Design dma_req_ctrl_mc, sky130hd; sources not shown.
Figure 1. Close-up of the layout.
Scale bar: 10 um. Region (21, 25) to (46, 50) um. Cells in gray, sequential cells in the stronger gray; small squares are vias.
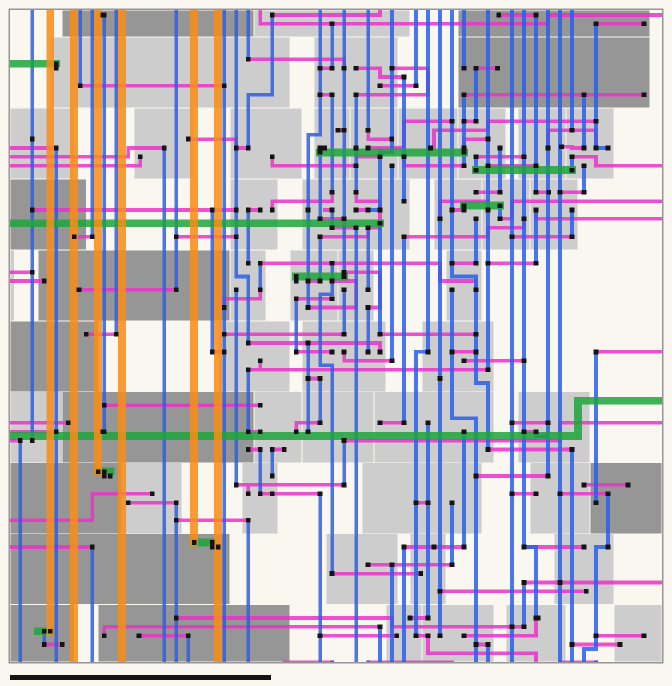
legend:
  green:
    layer: metal 3
  magenta:
    layer: metal 1
  blue:
    layer: metal 2
  orange:
    layer: metal 4
cells with their middle in the window: 44
most frequent: buf_4 (6)
sequential cells in the window: 5

Figure 2. Cell placement.
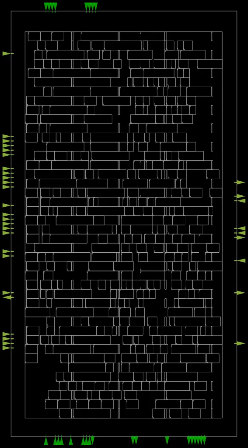
final core occ: 0.660
Finished Layout Cells: 478
registers: 66

Figure 3. Wiring heat map.
The die is cut into 13 by 25 equal tiles; black is low, pale yellow is high, scaled to the fullest tile. Values are wire area over tile area, all layers added.
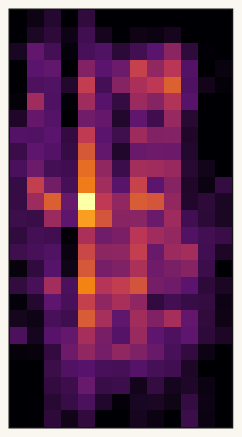
densest ninth of the die: middle
mean over tiles: 0.17
nearly empty tiles: 18%
gr usage total: 0.219
Post-Route WL: 8460 um
Via Count: 2746
DR WL/cell: 17.7 um

Figure 4. Selected gate families.
Scale bar: 20 um.
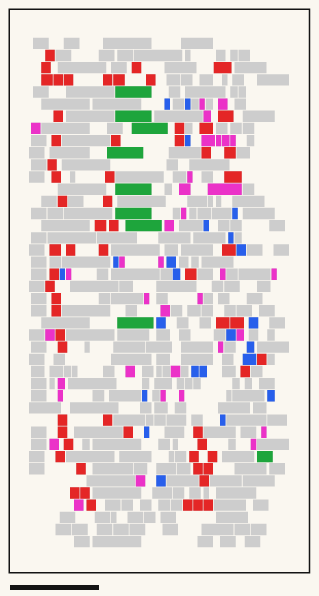
legend:
  blue:
    family: nand cells
    cells: 23
    most_used: nand2_1
  green:
    family: mux cells
    cells: 9
    most_used: mux4_2
  magenta:
    family: nor cells
    cells: 35
    most_used: nor2_1
  red:
    family: and/or cells
    cells: 62
    most_used: and2_1
Comb/total area: 0.347
most instantiated logic cell after routing: clkdlybuf4s50_1

==> CHANGELOG.md <==
### Implementation results

* R2R cell count at 8
* # resized after CTS at 0
* Pwr/cell area at 712 nW/um2
* Area leader, netlist: edfxtp_1
* DR iter-0 viols at 239
* Post-route ant nets at 0
* Sw Share at 0.232
* Final Cell Area at 4400 um2
* Xor/xnor share at 0.00537
* Sequential power share at 0.467
* Root buf cell: clkbuf_16
* Final WS setup at 0.157 ns
* Cell Type Count at 52
* Int Power at 2.41 mW
* Max-area cell share at 0.295
* Run status: completed
* Latency at later pin at 0.33 ns
* Relative slew slack at 0.490
* Max-cap violations at 0
* Slew @ Worst Pin at 0.759 ns
* Top cells by area: edfxtp_1 (29%), dfxtp_1 (21%), and2_1 (6.7%), mux4_2 (5.5%), ha_1 (2.7%)
* Met3 wire length at 423 um
* Hold buffers post-CTS at 0
* Yosys aoi share at 0.157
* Tool warnings at 30
-- worst max-delay path, stage by stage, from the launching register on --
cell,delay [ns]
dfxtp_1,0.38
inv_1,0.08
ha_1,0.21
a22oi_1,0.19
buf_4,0.15
buf_4,0.13
o211a_1,0.30
nand2_1,0.15
o31ai_1,0.25
-- stage by stage --
stage | hold slack [ns] | total power [mW] | std cells | TNS [ns] | utilization
2_1_floorplan | 0.461 | 1.65 | 295 | 0 | -
3_3_place_gp | 0.477 | 1.86 | 462 | -0.718 | 0.622
3_5_place_dp | 0.468 | 1.87 | 462 | -1.65 | 0.622
4_1_cts | 0.478 | 3.16 | 478 | 0 | 0.660
5_1_grt | 0.521 | 3.25 | 478 | 0 | 0.660
6_report | 0.476 | 3.13 | 478 | 0 | 0.660
Power figures rest on the tool's default switching activity, not on a simulated workload.
